--- src/rtl/cpu_ififo_pkg.sv ---
// Shared constants for the instruction FIFO: buffer geometry and the long-form opcode list.
package cpu_ififo_pkg;

    localparam int DEPTH = 8;
    localparam int PTR_W = 3;
    localparam int CNT_W = 4;
    localparam int N_LONG = 17;

    typedef logic [PTR_W-1:0] ptr_t;
    typedef logic [CNT_W-1:0] cnt_t;

    localparam logic [6:0] LONG_OPS [N_LONG] = '{
        7'h01, 7'h03, 7'h08, 7'h09, 7'h0c, 7'h0d, 7'h1a, 7'h1b, 7'h1d,
        7'h1f, 7'h20, 7'h22, 7'h24, 7'h36, 7'h37, 7'h38, 7'h39
    };

    // Long-form instructions carry a 32-bit operand in the two following halfwords.
    function automatic logic is_long(input logic [15:0] opcode);
        logic hit;
        hit = 1'b0;
        for (int i = 0; i < N_LONG; i++) begin
            if (opcode[14:8] == LONG_OPS[i]) hit = 1'b1;
        end
        return hit & ~opcode[15];
    endfunction

endpackage

--- src/rtl/cpu_i_fifo_oplen.sv ---
// Instruction length decoder: returns the instruction length in halfwords (1 or 3).
module cpu_i_fifo_oplen
    import cpu_ififo_pkg::*;
(
    input  logic [15:0] opcode,
    output logic [1:0]  len
);

    assign len = is_long(opcode) ? 2'd3 : 2'd1;

endmodule

--- src/rtl/cpu_i_fifo.sv ---
// Instruction FIFO: 32-bit fetch words in, halfword-granular instructions out, flushed by new-PC.
// Build option CPU_IFIFO_HALF_ALIGN_EN lets a flush to a halfword-aligned PC skip the first halfword.
module cpu_i_fifo
    import cpu_ififo_pkg::*;
(
    input  logic        clk_i,
    input  logic        rst_i,
    input  logic [31:0] PC_i,
    input  logic        newPC_p_i,
    input  logic        write_en_i,
    input  logic        read_en_i,
    input  logic [31:0] data_i,
    output logic [15:0] opcode_o,
    output logic [31:0] operand_o,
    output logic        valid_o,
    output logic        empty_o,
    output logic        full_o,
    output logic [31:0] PC_o
);

    logic [15:0] mem [DEPTH];
    ptr_t        head;
    ptr_t        tail;
    cnt_t        count;
    logic [31:0] pc_q;
    logic [1:0]  len;
    logic        wr_acc;
    logic        rd_acc;
    cnt_t        wr_n;
    cnt_t        rd_n;
`ifdef CPU_IFIFO_HALF_ALIGN_EN
    logic        skip_q;
`endif

    cpu_i_fifo_oplen u_oplen (
        .opcode (opcode_o),
        .len    (len)
    );

    assign opcode_o  = mem[head];
    assign operand_o = {mem[head + 3'd1], mem[head + 3'd2]};
    assign valid_o   = (count >= {2'b00, len});
    assign empty_o   = (count == '0);
    assign full_o    = (count > 4'd6);
    assign PC_o      = pc_q;

    assign wr_acc = write_en_i & ~full_o;
    assign rd_acc = read_en_i & valid_o;
    assign rd_n   = rd_acc ? {2'b00, len} : '0;

    always_comb begin
        wr_n = '0;
        if (wr_acc) begin
`ifdef CPU_IFIFO_HALF_ALIGN_EN
            wr_n = skip_q ? 4'd1 : 4'd2;
`else
            wr_n = 4'd2;
`endif
        end
    end

    always_ff @(posedge clk_i) begin
        if (!rst_i) begin
            head  <= '0;
            tail  <= '0;
            count <= '0;
            pc_q  <= '0;
            for (int i = 0; i < DEPTH; i++) mem[i] <= '0;
`ifdef CPU_IFIFO_HALF_ALIGN_EN
            skip_q <= 1'b0;
`endif
        end else if (newPC_p_i) begin
            head  <= '0;
            tail  <= '0;
            count <= '0;
`ifdef CPU_IFIFO_HALF_ALIGN_EN
            pc_q   <= PC_i;
            skip_q <= PC_i[1];
`else
            pc_q  <= PC_i & ~32'h3;
`endif
        end else begin
            if (wr_acc) begin
`ifdef CPU_IFIFO_HALF_ALIGN_EN
                if (skip_q) begin
                    mem[tail] <= data_i[15:0];
                end else begin
                    mem[tail]        <= data_i[31:16];
                    mem[tail + 3'd1] <= data_i[15:0];
                end
                skip_q <= 1'b0;
`else
                mem[tail]        <= data_i[31:16];
                mem[tail + 3'd1] <= data_i[15:0];
`endif
            end
            if (rd_acc) begin
                head <= head + {1'b0, len};
                pc_q <= pc_q + {29'd0, len, 1'b0};
            end
            tail  <= tail + wr_n[PTR_W-1:0];
            count <= count + wr_n - rd_n;
        end
    end

endmodule

--- config.mk ---
export PLATFORM = sky130hd
export DESIGN_NAME = cpu_i_fifo
export DESIGN_NICKNAME = d
export VERILOG_FILES = /design/src/rtl/cpu_ififo_pkg.sv /design/src/rtl/cpu_i_fifo_oplen.sv /design/src/rtl/cpu_i_fifo.sv
export SDC_FILE = /design/constraint.sdc
export NUM_CORES = 1
export LEC_CHECK = 0
export ABC_AREA = 1
export CELL_PAD_IN_SITES_DETAIL_PLACEMENT = 0
export CELL_PAD_IN_SITES_GLOBAL_PLACEMENT = 1
export CORE_MARGIN = 2
export CORE_UTILIZATION = 34
export CTS_CLUSTER_SIZE = 24
export DETAILED_ROUTE_END_ITERATION = 6
export GPL_ROUTABILITY_DRIVEN = 0
export HOLD_SLACK_MARGIN = 0.03
export PLACE_DENSITY = 0.77
export SYNTH_ARGS = -nofsm -noshare
export SYNTH_HDL_FRONTEND = slang
export SYNTH_HIERARCHICAL = 1
export SYNTH_SLANG_ARGS = --single-unit
--- constraint.sdc ---
create_clock -name clk_i -period 11.9 [get_ports clk_i]
set_clock_uncertainty 0.15 [all_clocks]
set_input_delay 2.38 -clock clk_i [delete_from_list [all_inputs] [get_ports clk_i]]
set_output_delay 2.38 -clock clk_i [all_outputs]
set_load 0.02 [all_outputs]
Fig. 1: the metal 2 layer
Drawn at 2 px/µm.
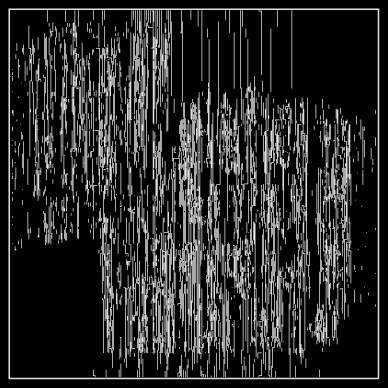
The layer holds 48% of the routed length. 1285 nets have wire on it.

Fig. 2: close-up of the layout
Region (79, 79) to (104, 104) µm. Cells in grey, sequential cells in the stronger grey; small squares are vias.
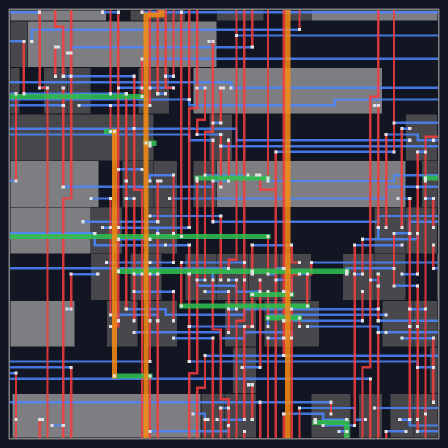
Key: M4 = orange; M2 = red; M1 = blue; M3 = green
Netlist names of flops here include `mem` (4). Sequential cells in the window: 4. 39 logic cells have their middle in the window. Most frequent: o21ai_0 (11), a21oi_1 (10), inv_1 (6).

Fig. 3: register map, names as in the netlist
Drawn at 2 px/µm. Other sequential cells in the stronger grey, the rest of the logic in the fainter grey.
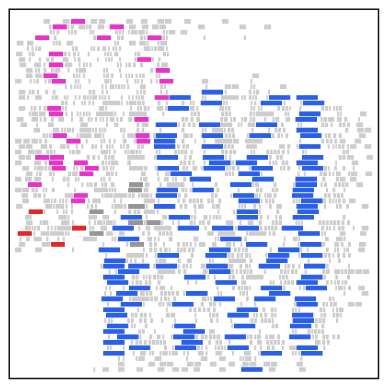
Key: `mem` = blue [sequential cells 128]; `count` = red [sequential cells 4, where middle left]; `PC_o` = magenta [sequential cells 31]
Seq power: 741 µW
flop share of the area: 35.4%

Fig. 4: routing congestion
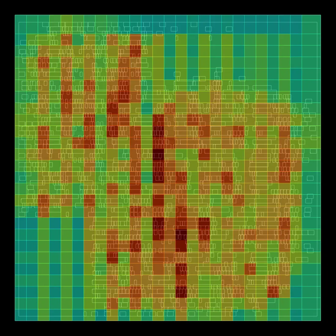
grt met2 use: 34.8%
all-layer global routing usage: 20.5%
Top Usage Layer GRT: met2
end-of-flow core utilization: 41.9%
GR met1 Demand/Resource: 27.4%

Fig. 5: cell sizes after repair
Drawn at 2 px/µm.
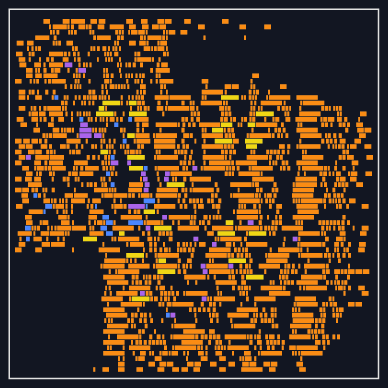
Key: x6 and larger = yellow [cells 31]; x1 and smaller = orange [cells 1526]; x3 and x4 = purple [cells 29]; x2 = blue [cells 23]

==> run_summary.xml <==
<?xml version="1.0" encoding="UTF-8"?>
<metrics>
  <group name="clock_tree">
    <metric name="clk_pin_slew" unit="ns">0.08</metric>
    <metric name="worstSkewPairLatency" unit="ns">0.44</metric>
    <metric name="h-tree-depth" unit="">4</metric>
    <metric name="numCtsBuffers" unit="">17</metric>
  </group>
  <group name="routing">
    <metric name="routed_via_density" unit="">5.23</metric>
    <metric name="drt_first_pass_iters" unit="">5</metric>
  </group>
  <group name="pwr">
    <metric name="pwr_density_cell" unit="nW/µm²">171</metric>
    <metric name="max-vdd-ir-drop" unit="mV">0.169</metric>
    <metric name="switchingPower" unit="µW">939</metric>
    <metric name="seq_power_share" unit="%">32.6</metric>
    <metric name="cellInternalPower" unit="µW">1330</metric>
  </group>
  <group name="final_timing">
    <metric name="worst-slew-pin-transition" unit="ns">1.04</metric>
    <metric name="finalCritPeriodShare" unit="%">67.1</metric>
    <metric name="hold-worst-slack" unit="ns">0.398</metric>
  </group>
  <group name="job">
    <metric name="total_tool_warning_count" unit="">32</metric>
  </group>
  <group name="finish">
    <metric name="layout_top_cell_excl_fill_tap" unit="">nor2_1</metric>
    <metric name="layout.nets" unit="">1681</metric>
    <metric name="finish.instance_area" unit="µm²">13300</metric>
  </group>
  <group name="place">
    <metric name="preCtsSetupSlack" unit="ns">4.40</metric>
    <metric name="place_area" unit="µm²">12700</metric>
    <metric name="buffer_ports.inserted" unit="">148</metric>
  </group>
  <group name="critical_path">
    <metric name="timing.critical_path.arrival" unit="ns">5.45</metric>
    <metric name="worstSetupEndpointType" unit="">primary output</metric>
    <metric name="r2r_cells" unit="">28</metric>
    <metric name="worstSetupPathType" unit="">reg -&gt; out</metric>
  </group>
  <group name="grt">
    <metric name="number_of_antenna_violations_at_the_first_check_in_global_routing" unit="">0</metric>
    <metric name="largest_net_degree_at_the_start_of_global_routing" unit="">115</metric>
    <metric name="use_met3" unit="%">2.93</metric>
  </group>
  <group name="floorplan">
    <metric name="die_area" unit="µm²">33800</metric>
    <metric name="pin_count" unit="">152</metric>
    <metric name="die_width" unit="µm">184</metric>
  </group>
  <group name="run_status">
    <metric name="run_status" unit="">finished clean</metric>
  </group>
  <group name="yosys">
    <metric name="netlist_top_cells_area" unit="">edfxtp_1, o21ai_0, nor2_1</metric>
    <metric name="synth.net_count" unit="">1590</metric>
    <metric name="async_set_or_reset_flop_fraction_in_the_synthesized_netlist" unit="%">0</metric>
    <metric name="top_area_share" unit="%">34.9</metric>
  </group>
</metrics>
-- metal layers --
layer,share of wire (%),vias up
met5,0,-
met1,43,4907
li1,-,5194
met3,7.1,38
met4,1.6,0
met2,48,388
-- registers in the layout (all words and copies together) (netlist names), named ones only --
| signal | flops |
|---|---|
| PC_o | 31 |
| count | 4 |
| head | 3 |
| mem | 128 |
| tail | 2 |
-- how the worst min path moves through the flow --
stage	cells past startpoint	endpoint	from	slack, ns
2_1_floorplan	2	tail[2]	tail[2]	0.39
3_3_place_gp	2	PC_o[1]	PC_o[1]	0.37
3_5_place_dp	2	PC_o[1]	PC_o[1]	0.38
4_1_cts	2	PC_o[1]	PC_o[1]	0.40
5_1_grt	2	PC_o[1]	PC_o[1]	0.42
6_report	2	PC_o[1]	PC_o[1]	0.40
-- critical path, cell delays in order, from the launching register on --
cell and delay (ns):
dfxtp_1 0.31, buf_4 0.48, clkinv_1 0.90, a21oi_1 0.35, o21ai_0 0.13, nand2_1 0.09, nor2_1 0.05, a31oi_1 0.43
inv_1 0.11, nor2_1 0.12, nand3_1 0.08, nand3_1 0.09, nand2_1 0.05, nor2_1 0.40, inv_1 0.20, ha_1 0.34
nand2_1 0.06, nand2_1 0.05, nand2_1 0.06, nand3_2 0.08, clkdlybuf4s50_1 0.61
-- power by group through the flow --
stage,clock network (µW),logic [µW],registers [µW]
2_1_floorplan,0,592,751
3_3_place_gp,0,965,754
3_5_place_dp,0,974,754
4_1_cts,565,979,741
5_1_grt,589,1060,748
6_report,558,972,741
-- area by class of cell --
cell class,count,area (µm²)
multi-input cells,1040,5130
inverters,200,753
clock buffers,17,425
fillers,3260,18400
clock inverters,15,170
flip-flops and latches,171,4710
repair buffers,166,1620
well taps,402,503
-- cell usage after synthesis (5+ instances only) --
| master | n |
|---|---|
| o21ai_1 | 11 |
| o211ai_1 | 15 |
| o21ai_0 | 212 |
| inv_1 | 192 |
| nand2_1 | 203 |
| a32oi_1 | 15 |
| ha_1 | 12 |
| a21oi_1 | 178 |
| nor2_2 | 5 |
| nor2_4 | 5 |
| nor2_1 | 245 |
| buf_4 | 5 |
| xnor2_1 | 5 |
| o21bai_1 | 5 |
| nand3_1 | 74 |
| xor2_1 | 5 |
| buf_2 | 41 |
| a31oi_1 | 17 |
| nand3_2 | 5 |
| dfxtp_1 | 43 |
| clkbuf_1 | 44 |
| edfxtp_1 | 128 |
-- kinds of logic after synthesis --
| logic type | synth area share [%] |
|---|---|
| simple gates | 21.3 |
| other cells | 0.0683 |
| xor+xnor | 0.796 |
| compound gates | 22.0 |
| flops | 42.8 |
| mux | 0.273 |
| buf+inv | 10.7 |
| fa+ha+maj | 2.09 |
-- metrics by stage --
step / utilization, % / power [µW] / instances
2_1_floorplan: - / 1340 / 1505
3_3_place_gp: 40.1 / 1720 / 1979
3_5_place_dp: 40.1 / 1730 / 1979
4_1_cts: 41.9 / 2280 / 2011
5_1_grt: 41.9 / 2400 / 2011
6_report: 41.9 / 2270 / 2011
Power and IR drop assume default switching activity.
